[src/rtl/cp0_pkg.sv]
// Shared definitions for the nested coprocessor-0 block: register indices,
// exception codes, Status/Cause bit positions, reset constants and the
// saved-context record.
package cp0_pkg;

  localparam logic [4:0] REG_COUNT   = 5'd9;
  localparam logic [4:0] REG_COMPARE = 5'd11;
  localparam logic [4:0] REG_STATUS  = 5'd12;
  localparam logic [4:0] REG_CAUSE   = 5'd13;
  localparam logic [4:0] REG_EPC     = 5'd14;

  typedef enum logic [4:0] {
    EXC_INT = 5'd0,
    EXC_SYS = 5'd8,
    EXC_BP  = 5'd9,
    EXC_TR  = 5'd13
  } exc_code_e;

  // Status bit positions
  localparam int unsigned ST_IE  = 0;
  localparam int unsigned ST_SYS = 1;
  localparam int unsigned ST_BP  = 2;
  localparam int unsigned ST_TR  = 3;
  localparam int unsigned ST_IM  = 8;
  localparam int unsigned ST_TM  = 15;

  // Cause bit positions
  localparam int unsigned CA_EXC = 2;
  localparam int unsigned CA_IP  = 8;
  localparam int unsigned CA_OVF = 29;
  localparam int unsigned CA_TI  = 30;

  localparam logic [31:0] STATUS_RST  = 32'h0000_000F;
  localparam logic [31:0] COMPARE_RST = 32'hFFFF_FFFF;

  typedef struct packed {
    logic [31:0] status;
    logic [31:0] epc;
  } cp0_ctx_t;

  // Per-code enable bit in Status; unknown codes are never enabled.
  function automatic logic cause_enabled(input logic [31:0] st, input logic [4:0] code);
    case (exc_code_e'(code))
      EXC_SYS: return st[ST_SYS];
      EXC_BP:  return st[ST_BP];
      EXC_TR:  return st[ST_TR];
      default: return 1'b0;
    endcase
  endfunction

endpackage

[src/rtl/cp0_nested_if.sv]
// CPU <-> CP0 signal bundle. The CPU side is the master; cp0_nested is the slave.
interface cp0_nested_if #(parameter int unsigned N_IRQ = 6);
  logic              mfc0;
  logic              mtc0;
  logic [4:0]        rd;
  logic [31:0]       wdata;
  logic [31:0]       rdata;
  logic [31:0]       pc;
  logic              exception;
  logic [4:0]        cause;
  logic              eret;
  logic [N_IRQ-1:0]  irq;
  logic              exc_take;
  logic [31:0]       status;
  logic [31:0]       exc_addr;
  logic [3:0]        depth;

  modport master (
    output mfc0, mtc0, rd, wdata, pc, exception, cause, eret, irq,
    input  rdata, exc_take, status, exc_addr, depth
  );

  modport slave (
    input  mfc0, mtc0, rd, wdata, pc, exception, cause, eret, irq,
    output rdata, exc_take, status, exc_addr, depth
  );
endinterface

[src/rtl/cp0_ctx_stack.sv]
// LIFO of saved {status, epc} contexts. Push when full and pop when empty
// are ignored; top reads 0 when empty.
module cp0_ctx_stack
  import cp0_pkg::*;
#(
  parameter int unsigned DEPTH = 4
) (
  input  logic     clk,
  input  logic     rst_n,
  input  logic     push,
  input  logic     pop,
  input  cp0_ctx_t push_ctx,
  output cp0_ctx_t top,
  output logic [3:0] depth,
  output logic     full,
  output logic     empty
);
  localparam int unsigned AW = (DEPTH > 1) ? $clog2(DEPTH) : 1;

  cp0_ctx_t   mem [DEPTH];
  logic [3:0] cnt;
  logic [AW-1:0] wr_idx;
  logic [AW-1:0] rd_idx;

  assign full   = (cnt == 4'(DEPTH));
  assign empty  = (cnt == 4'd0);
  assign depth  = cnt;
  assign wr_idx = AW'(cnt);
  assign rd_idx = AW'(cnt - 4'd1);

  // Top-of-stack view
  always_comb begin
    top = '0;
    if (!empty) top = mem[rd_idx];
  end

  // Storage and occupancy; push takes precedence if both are asserted
  always_ff @(posedge clk or negedge rst_n) begin
    if (!rst_n) begin
      cnt <= '0;
      for (int unsigned i = 0; i < DEPTH; i++) mem[i] <= '0;
    end else if (push && !full) begin
      mem[wr_idx] <= push_ctx;
      cnt         <= cnt + 4'd1;
    end else if (pop && !empty) begin
      cnt <= cnt - 4'd1;
    end
  end
endmodule

[src/rtl/cp0_nested.sv]
// Coprocessor-0 with a hardware context stack for nested exceptions and
// interrupts. Define CP0_TIMER_EN to build the Count/Compare timer.
module cp0_nested
  import cp0_pkg::*;
#(
  parameter int unsigned NEST_DEPTH = 4,
  parameter int unsigned N_IRQ      = 6
) (
  input  logic clk,
  input  logic rst_n,
  cp0_nested_if.slave bus
);
  logic [31:0]      status_q;
  logic [31:0]      epc_q;
  logic [4:0]       code_q;
  logic             ovf_q;
  logic             ti_q;
  logic [N_IRQ-1:0] irq_s1, irq_s2;
  logic             timer_hit;
  logic             exc_ok, int_ok, req, accept, pop;
  logic [31:0]      cause_rd;
  cp0_ctx_t         top_ctx;
  logic             full, empty;

  assign exc_ok = bus.exception & status_q[ST_IE] & cause_enabled(status_q, bus.cause);
  assign int_ok = !bus.exception & status_q[ST_IE] &
                  ((|(irq_s2 & status_q[ST_IM +: N_IRQ])) | timer_hit);
  assign req    = exc_ok | int_ok;
  // mtc0 outranks acceptance, so a write cycle never reports a take
  assign accept = req & !full & !bus.mtc0;
  assign pop    = bus.eret & !empty & !bus.mtc0 & !accept;

  assign bus.exc_take = accept;
  assign bus.status   = status_q;
  assign bus.exc_addr = epc_q;

  cp0_ctx_stack #(.DEPTH(NEST_DEPTH)) u_stack (
    .clk      (clk),
    .rst_n    (rst_n),
    .push     (accept),
    .pop      (pop),
    .push_ctx ('{status: status_q, epc: epc_q}),
    .top      (top_ctx),
    .depth    (bus.depth),
    .full     (full),
    .empty    (empty)
  );

  // Two-flop synchroniser for the asynchronous interrupt lines
  always_ff @(posedge clk or negedge rst_n) begin
    if (!rst_n) begin
      irq_s1 <= '0;
      irq_s2 <= '0;
    end else begin
      irq_s1 <= bus.irq;
      irq_s2 <= irq_s1;
    end
  end

`ifdef CP0_TIMER_EN
  logic [31:0] count_q, compare_q, count_next;
  logic        wr_count, wr_compare;

  assign wr_count   = bus.mtc0 && (bus.rd == REG_COUNT);
  assign wr_compare = bus.mtc0 && (bus.rd == REG_COMPARE);
  assign timer_hit  = ti_q & status_q[ST_TM];

  // Next Count: a software write replaces the increment
  always_comb begin
    count_next = count_q + 32'd1;
    if (wr_count) count_next = bus.wdata;
  end

  // Count/Compare and the timer-pending flag
  always_ff @(posedge clk or negedge rst_n) begin
    if (!rst_n) begin
      count_q   <= '0;
      compare_q <= COMPARE_RST;
      ti_q      <= 1'b0;
    end else begin
      count_q <= count_next;
      if (wr_compare) begin
        compare_q <= bus.wdata;
        ti_q      <= 1'b0;
      end else if (count_next == compare_q) begin
        ti_q <= 1'b1;
      end
    end
  end
`else
  assign ti_q      = 1'b0;
  assign timer_hit = 1'b0;
`endif

  // Status/Cause/EPC update: mtc0, then accept, then eret
  always_ff @(posedge clk or negedge rst_n) begin
    if (!rst_n) begin
      status_q <= STATUS_RST;
      epc_q    <= '0;
      code_q   <= '0;
      ovf_q    <= 1'b0;
    end else begin
      if (bus.mtc0) begin
        case (bus.rd)
          REG_STATUS: status_q <= bus.wdata;
          REG_CAUSE:  ovf_q    <= bus.wdata[CA_OVF];
          REG_EPC:    epc_q    <= bus.wdata;
          default:    ;
        endcase
      end else if (accept) begin
        status_q        <= status_q;
        status_q[ST_IE] <= 1'b0;
        code_q          <= bus.exception ? bus.cause : EXC_INT;
        epc_q           <= bus.exception ? (bus.pc - 32'd4) : bus.pc;
      end else if (pop) begin
        status_q <= top_ctx.status;
        epc_q    <= top_ctx.epc;
      end
      if (!bus.mtc0 && req && full) ovf_q <= 1'b1;
    end
  end

  // Cause as seen by software
  always_comb begin
    cause_rd                  = '0;
    cause_rd[CA_EXC +: 5]     = code_q;
    cause_rd[CA_IP +: N_IRQ]  = irq_s2;
    cause_rd[CA_OVF]          = ovf_q;
    cause_rd[CA_TI]           = ti_q;
  end

  // mfc0 read mux
  always_comb begin
    bus.rdata = '0;
    if (bus.mfc0) begin
      case (bus.rd)
        REG_STATUS:  bus.rdata = status_q;
        REG_CAUSE:   bus.rdata = cause_rd;
        REG_EPC:     bus.rdata = epc_q;
`ifdef CP0_TIMER_EN
        REG_COUNT:   bus.rdata = count_q;
        REG_COMPARE: bus.rdata = compare_q;
`endif
        default:     bus.rdata = '0;
      endcase
    end
  end
endmodule

[src/flat_wrapper.sv]
// flat-port wrapper written by rule: the top's interface ports become plain ports
module cp0_nested_flat import cp0_pkg::*;
#(
  parameter int unsigned NEST_DEPTH = 4,
  parameter int unsigned N_IRQ      = 6
)
  (clk, rst_n, bus_mfc0, bus_mtc0, bus_rd, bus_wdata, bus_pc, bus_exception, bus_cause, bus_eret, bus_irq, bus_rdata, bus_exc_take, bus_status, bus_exc_addr, bus_depth);
  cp0_nested_if #(.N_IRQ(N_IRQ)) bus_i ();
  input  logic clk;
  input  logic rst_n;
  input wire logic [$bits(bus_i.mfc0)-1:0] bus_mfc0;
  input wire logic [$bits(bus_i.mtc0)-1:0] bus_mtc0;
  input wire logic [$bits(bus_i.rd)-1:0] bus_rd;
  input wire logic [$bits(bus_i.wdata)-1:0] bus_wdata;
  input wire logic [$bits(bus_i.pc)-1:0] bus_pc;
  input wire logic [$bits(bus_i.exception)-1:0] bus_exception;
  input wire logic [$bits(bus_i.cause)-1:0] bus_cause;
  input wire logic [$bits(bus_i.eret)-1:0] bus_eret;
  input wire logic [$bits(bus_i.irq)-1:0] bus_irq;
  output wire logic [$bits(bus_i.rdata)-1:0] bus_rdata;
  output wire logic [$bits(bus_i.exc_take)-1:0] bus_exc_take;
  output wire logic [$bits(bus_i.status)-1:0] bus_status;
  output wire logic [$bits(bus_i.exc_addr)-1:0] bus_exc_addr;
  output wire logic [$bits(bus_i.depth)-1:0] bus_depth;
  assign bus_i.mfc0 = bus_mfc0;
  assign bus_i.mtc0 = bus_mtc0;
  assign bus_i.rd = bus_rd;
  assign bus_i.wdata = bus_wdata;
  assign bus_i.pc = bus_pc;
  assign bus_i.exception = bus_exception;
  assign bus_i.cause = bus_cause;
  assign bus_i.eret = bus_eret;
  assign bus_i.irq = bus_irq;
  assign bus_rdata = bus_i.rdata;
  assign bus_exc_take = bus_i.exc_take;
  assign bus_status = bus_i.status;
  assign bus_exc_addr = bus_i.exc_addr;
  assign bus_depth = bus_i.depth;
  cp0_nested #(.NEST_DEPTH(NEST_DEPTH), .N_IRQ(N_IRQ)) u_core (.clk(clk), .rst_n(rst_n), .bus(bus_i));
endmodule
[config.mk]
export PLATFORM = sky130hd
export DESIGN_NAME = cp0_nested_flat
export DESIGN_NICKNAME = d
export VERILOG_FILES = /design/src/rtl/cp0_pkg.sv /design/src/rtl/cp0_nested_if.sv /design/src/rtl/cp0_ctx_stack.sv /design/src/rtl/cp0_nested.sv /design/src/flat_wrapper.sv
export SDC_FILE = /design/constraint.sdc
export NUM_CORES = 1
export LEC_CHECK = 0
export CORE_ASPECT_RATIO = 0.75
export CORE_MARGIN = 2
export CORE_UTILIZATION = 40
export CTS_BUF_LIST = sky130_fd_sc_hd__clkbuf_16
export CTS_CLUSTER_DIAMETER = 120
export DETAILED_ROUTE_END_ITERATION = 10
export SKIP_CTS_REPAIR_TIMING = 1
export SYNTH_ARGS = -nofsm -noshare
export SYNTH_HDL_FRONTEND = slang
export SYNTH_HIERARCHICAL = 1
export SYNTH_SLANG_ARGS = --single-unit
[constraint.sdc]
create_clock -name clk -period 4.4 [get_ports clk]
set_input_delay 0.66 -clock clk [delete_from_list [all_inputs] [get_ports clk]]
set_output_delay 0.66 -clock clk [all_outputs]
set_load 0.03 [all_outputs]
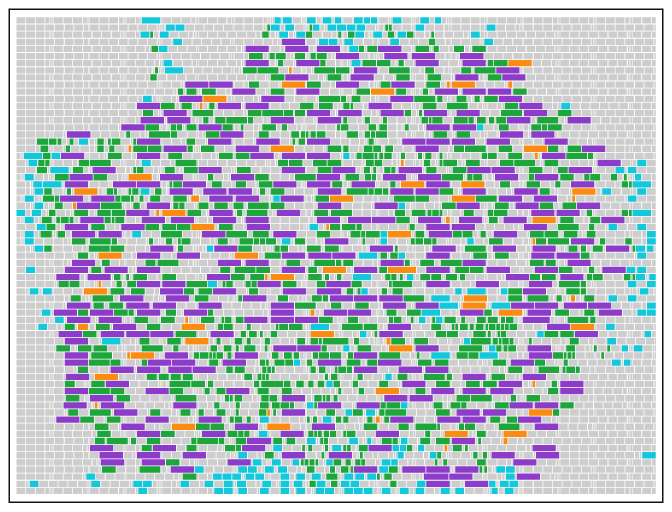
Fig. 1. Cell classes on the final placement (run 1).
Fill, decap, tap and diode cells in gray.
| color | class | cells |
|---|---|---|
| orange | clock drivers and dummy loads | 68 |
| cyan | other buffers and delay cells | 227 |
| purple | flops | 342 |
| green | combinational and other logic | 836 |

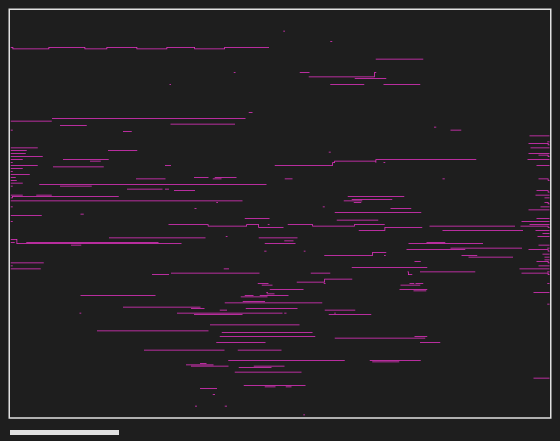
Fig. 2. Met3 routing (run 1).
Scale bar: 50 um.
main direction: horizontal
share of all routed wire: 5.9%
wire length on this layer: 3,030 um
longest straight run: 107 um
nets with wire on the layer: 147
WL final: 51.4 mm
met3 Resource Use GR: 4.34%
Vias: 11.4k

==> GITHUB_STEP_SUMMARY, run 1 <==
### Flow metrics

| Metric | Value |
|---|---|
| NumNets Final | 1,536 |
| CP endpoint kind | output pin |
| DRT Pass-1 Iters | 5 |
| Top post-synthesis cells by count | dfrtp_1 (338), mux2_4 (180), mux2_2 (81) |
| CTS H-tree lvls | 2 |
| PD cells | 580 mW/mm^2 |
| Finish-stage setup viols | 0 |
| Combinational share of power | 35.7% |
| Clock-pin slew on the worst setup and hold paths | 0.06 ns |
| Synth logic family | multiplexers |
| Largest net degree at the start of global routing | 115 |
| Global-route congestion overflow total | 0 |
| Most frequent cells in the layout | dfrtp_1 (337), mux2_4 (180), clkdlybuf4s50_1 (158), mux2_2 (81), nor2_1 (76) |
| Post-placement cell area | slightly above 0.02 mm^2 |
| Vias in the first global route | about 12k |
| Min-Delay Path Class | input pin to asynchronous set/reset pin |
| Synthesized Nets | ~1.4k |
| Initial antenna violation count | 1 |
| Final Skew | 0.0175 ns |
| Most frequent CP cell | inv_1 |
| Post-synth top area cell | dfrtp_1 |
| Reg power frac | 40.6% |
| Max cap viols | 0 |
| Distinct cells, synth | about 70 |
| Min Hold Slack | 0.244 ns |
| F_max | 0.270 GHz |
| CP Launch Type | flip-flop |
| Via density | around 5.5 |
| Post-synthesis cell count from yosys | 1,267 |
| GRT Util Overall | between 20% and 30% |
| Top-area cell share | between 40 and 50% |
| Maximum VDD drop | 392 uV |
| Register Area | 0.00857 mm^2 |
| Status | complete, no violations |
| Metal1 wirelength | between 20 and 25 mm |
| Critical Path RT | approximately 3.7 ns |
| Logic area | 0.00867 mm^2 |
| Critical Path AT | 3.04 ns |
| Mapped cell area | 0.0180 mm^2 |
| Layout cells sized above 1 | 35.4% |
| RSZ-0062 raised after global routing | no |
| Post-Place Worst Slack | 0.660 ns |
| Reg-to-reg endpoint | u_core/u_stack/mem[1] |
| Area fraction in compound gates | 7.02% |
| Die height | 188 um |
| # IOs | 187 |
| Most numerous cell in the Yosys netlist | dfrtp_1 |
| Xor/xnor share | around 1.4% |
| Critical Path Sink | bus_exc_take |
| Final slew viol count | 0 |
| Fillers | 3,867 |
| Port bufs | 186 |
| Synth warn | 6 |
| Top delay family on crit path | AND-OR/OR-AND gates |
| Post-route cell area | between 0.02 and 0.025 mm^2 |
| CTS tree | yes |
| First-pass GRT wire length | roughly 79 mm |
| Critical path class | flip-flop to output pin |
| Internal power | 7.84 mW |
| Top cells, area | dfrtp_1 (47%), mux2_4 (15%), mux4_2 (8.0%) |
| Adder-cell area share of the yosys netlist | 0.348% |
| # DRC | 0 |
| WP depth | 8 |
| Min setup slack post-route | 0.700 ns |
| YS chip area | between 0.015 and 0.02 mm^2 |
| M2 GR Usage | 33.6% |
| Initial Util | roughly two fifths |
| Cells after synthesis | around 1.3k |
| Setup TNS Final | 0 ns |
| Max FO, Critical Path | 9 |
| Crit path max-delay cell type | a2111oi_4 |
| Post-synthesis register bit count | 342 |
| Biggest register | u_core/u_stack/mem |
| Post-layout util | ~48% |
| Pwr Total | 12.5 mW |
| Met3 WL | a little over 3 mm |
| R2r worst-path depth | 10 |
| Number of buffers created by CTS | 38 |
| Met2 wire length | between 20 and 25 mm |
| Final Non-Filler Cells | 2,059 |
| Lkg Pwr | ~9.4 nW |
| Sequential area share after synthesis | 47.6% |
| Bufs on Longest Clock Path | 3 |
| Post-route clock period utilization | 84.1% |
| Clk root buf | clkbuf_16 |
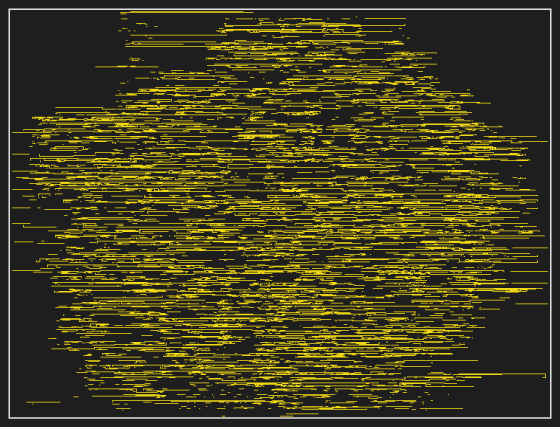
Fig. 3. The metal 1 layer (run 1).
longest straight run: 84.2 um
nets with wire on the layer: 1,425
grt met1 use: 32.6%

## run 1: area by class of cell
cell class,instances,share of cell area (%)
multi-input cells,823,40.4
inverters,13,0.227
well taps,586,3.41
repair buffers,227,10.8
clock inverters,29,0.728
flip-flops and latches,342,39.9
clock buffers,39,4.54
## run 1: power groups by stage
stage / sequential (mW) / combinational, mW / clock [mW]
after global routing: 5.19 / 4.73 / 3.15
final: 5.06 / 4.45 / 2.95
after floorplan: 5.23 / 2.42 / 0
after detailed placement: 5.09 / 4.46 / 0
after CTS: 5.05 / 4.47 / 3.02
after global placement: 5.06 / 4.42 / 0
Fig. 4: run 1, clock routing
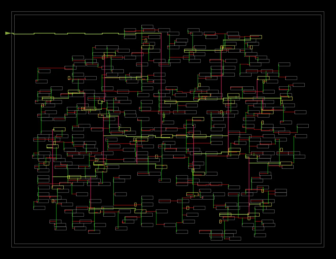

--- run 2 (diff from run 1) ---
clock period = 3.2 ns   (was 4.4 ns; I/O delays follow)
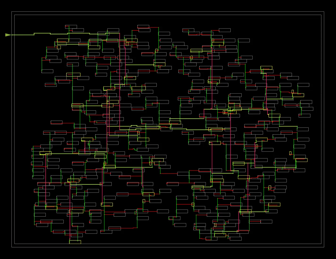
Fig. 5. Clock routing (run 2).
clk pwr: 4.38 mW
Final Skew: 0.0179 ns
flip-flops: 342

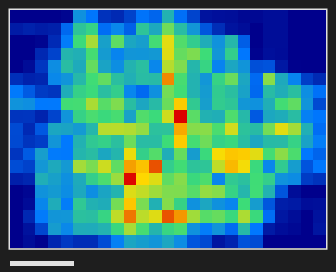
Fig. 6. Wiring heat map (run 2).
Scale bar: 50 um. 25 x 19 tiles, from dark blue (low) to red (high), scaled to the fullest tile. Values are wire area over tile area, all layers added.
nearly empty tiles: 10%
emptiest ninth of the die: top right
fullest tile: 0.52
tiles over half the peak: 24%
mean over tiles: 0.18

==> run 2 against run 1 <==
  * Power grew 42%
  * Global-route usage is essentially flat
  * Register-to-register slack lost 0.68 ns
  * Via count grew 1.8%
==> GITHUB_STEP_SUMMARY, run 2 <==
### Flow metrics

| Metric | Value |
|---|---|
| Status | complete, no violations |
| Post-route clock period utilization | 96.3% |
| DRT Pass-1 Iters | 6 (+1) |
| Adder-cell area share of the yosys netlist | 0.348% (unchanged) |
| Critical path class | flip-flop to output pin |
| Area fraction in compound gates | 7.02% (unchanged) |
| Number of buffers created by CTS | 38 (unchanged) |
| Xor/xnor share | 1.36% (unchanged) |
| Pwr Total | 17.6 mW (+42%) |
| WL final | 51.5 mm (+0.17%) |
| Top post-synthesis cells by count | dfrtp_1 (338), mux2_4 (180), mux2_2 (81) |
| Synth logic family | multiplexers |
| # DRC | 0 (unchanged) |
| Seq power | 6.88 mW (+36%) |
| Min-Delay Path Class | flip-flop to flip-flop |
| Die height | 188 um (unchanged) |
| Synthesized Nets | 1,358 (unchanged) |
| Post-route cell area | 0.0219 mm^2 (+2.1%) |
| Power Combinational | 6.37 mW (+43%) |
| Max FO, Critical Path | 11 (+2) |
| Biggest register | u_core/u_stack/mem |
| Top-area cell share | 47.1% (unchanged) |
| CTS H-tree lvls | 2 (unchanged) |
| Combinational share of power | 36.1% (+0.4 points) |
| Reg-to-reg endpoint | u_core/u_stack/depth[0] |
| Top delay family on crit path | buffers and inverters |
| Min setup slack post-route | 0.117 ns (-0.583 ns) |
| Largest net degree at the start of global routing | 79 (-31%) |
| Internal power | 11.2 mW (+43%) |
| Crit path max-delay cell type | dfrtp_1 |
| Final Non-Filler Cells | 2,085 (+1.3%) |
| Register Area | 0.00857 mm^2 (unchanged) |
| Clock-pin slew on the worst setup and hold paths | 0.06 ns (about the same) |
| Critical Path AT | 2.60 ns (-0.44 ns) |
| Finish-stage setup viols | 0 (unchanged) |
| NumNets Final | 1,566 (+2.0%) |
| Top power group | sequential cells |
| # IOs | 187 (unchanged) |
| Max cap viols | 0 (unchanged) |
| Critical Path Sink | bus_exc_take |
run 2: cell counts after synthesis:
No cell type changed its count.
run 2: cell type report:
cell class | instances | share of cell area [%]
antenna | 2 | 0.0228
tap | 586 | 3.34
clock buffer | 41 | 4.68
inverter | 13 | 0.234
clock inverter | 21 | 0.884
multi-input combinational | 823 | 39.7
timing repair buffer | 257 | 12.1
sequential | 342 | 39.1
run 2: layer usage:
layer	vias up	GRT usage (%)	wire length, um
met5	-	0	0
met4	0	6.88	1480
met3	79	4.15	2900
met2	335	32.6	22600
met1	6087	33.0	24500
li1	5106	-	-
Fig. 7: run 2, the metal 1 layer
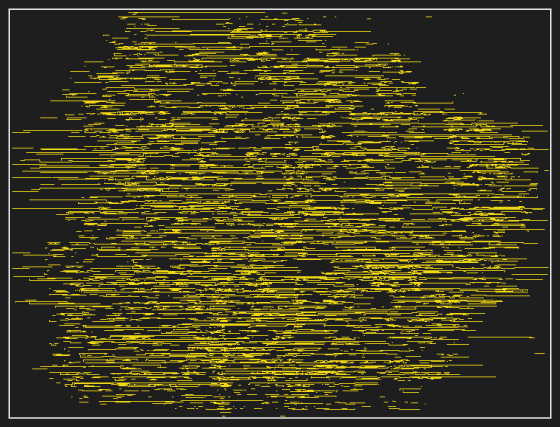

--- run 3 (diff from run 2) ---
RECOVER_POWER = 25   (was unset)
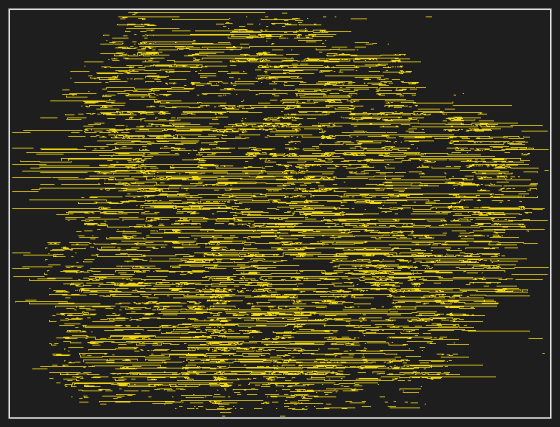
Fig. 8. The metal 1 layer (run 3).
nets with wire on the layer: 1,451
share of all routed wire: 48%
wire length on this layer: 24.4 mm

==> run 3 against run 2 <==
  * The run now ends with capacitance limit, slew limit left
  * Non-clock buffer count stayed put
  * Maximum frequency is 0.53% higher
  * Synthesized cell count stayed put
  * Routed wire length is 0.20% lower
  * Critical endpoint unchanged
  * Critical path type unchanged
  * Highest routed layer unchanged
  * Clock skew is 0.0018 ns lower
  * Area after synthesis stayed put
  * Clock power hardly changed
==> GITHUB_STEP_SUMMARY, run 3 <==
### Flow metrics

| Metric | Value |
|---|---|
| Pwr Total | 17.6 mW (-0.13%) |
| Finish-stage setup viols | 0 (unchanged) |
| Clock-cell share | 5.56% (about the same) |
| Highest Signal Layer | met4 |
| Status | complete, but fails checks |
| Adder-cell area share of the yosys netlist | 0.348% (unchanged) |
| Critical path class | flip-flop to output pin |
| NumNets Final | 1,566 (unchanged) |
| Seq area share | 39.1% (about the same) |
| Top-area cell share | 47.1% (unchanged) |
| Largest net degree at the start of global routing | 79 (unchanged) |
| # DRC | 0 (unchanged) |
| Nonclk inv count | 13 (unchanged) |
| Max FO, Critical Path | 11 (unchanged) |
| Metal1 wirelength | 24.4 mm (-0.24%) |
| Biggest register | u_core/u_stack/mem |
| Final Non-Filler Cells | 2,085 (unchanged) |
| Synth logic family | multiplexers |
| Register Area | 0.00857 mm^2 (unchanged) |
| Synthesized Nets | 1,358 (unchanged) |
| Min setup slack post-route | 0.133 ns (+0.0163 ns) |
| Failing checks | capacitance limit, slew limit |
| Final slew viol count | 55 |
| Non-clock buffer share | 12.1% (-0.040 points) |
| Min-Delay Path Class | flip-flop to flip-flop |
| Xor/xnor share | 1.36% (unchanged) |
| Grt met1 use | 33.0% (unchanged) |
| # diodes | 2 (unchanged) |
| Met3 WL | 2.93 mm (+0.97%) |
| Die height | 188 um (unchanged) |
| DRT Pass-1 Iters | 5 (-1) |
| Crit path max-delay cell type | dfrtp_1 |
| Non-clk bufs | 257 (unchanged) |
| WL final | 51.4 mm (-0.20%) |
| # Taps | 586 (unchanged) |
| Flip-flops | 342 (unchanged) |
| Met3 Resource Use GR | 4.15% (unchanged) |
| # IOs | 187 (unchanged) |
| Top delay family on crit path | buffers and inverters |
| Dominant class by area | combinational gates |
| Layout clock buffers | 41 (unchanged) |
| Area fraction in compound gates | 7.02% (unchanged) |
| Comb/total area | 39.7% (about the same) |
| Max cap viols | 1 (+1) |
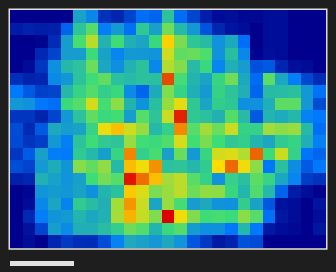
Fig. 9. Wiring heat map (run 3).
Scale bar: 50 um. 25 x 19 tiles, from dark blue (low) to red (high), scaled to the fullest tile. Values are wire area over tile area, all layers added.
tiles over half the peak: 24%
fullest tile: 0.51
mean over tiles: 0.18
emptiest ninth of the die: top right

-- run 3: report_power, final --
group / total [mW] / internal [mW] / switching, mW
Sequential: 6.88 / 5.45 / 1.43
Combinational: 6.36 / 3.19 / 3.17
Clock: 4.37 / 2.61 / 1.76
Total: 17.6 / 11.2 / 6.35
-- run 3: worst max path at each step --
stage / start / endpoint / slack [ns] / depth (start not counted)
after global placement: bus_rd[0] / bus_rdata[30] / -0.12 / 9
after detailed placement: bus_rd[0] / bus_rdata[28] / -0.08 / 9
final: u_core/u_stack/depth[1] / bus_exc_take / 0.13 / 9
after floorplan: u_core/u_stack/depth[0] / u_core/u_stack/mem[0] / 0.006 / 16
after global routing: u_core/u_stack/depth[1] / bus_exc_take / 0.02 / 9
after CTS: bus_rd[0] / bus_rdata[28] / -0.11 / 9
Power figures rest on the tool's default switching activity, not on a simulated workload.
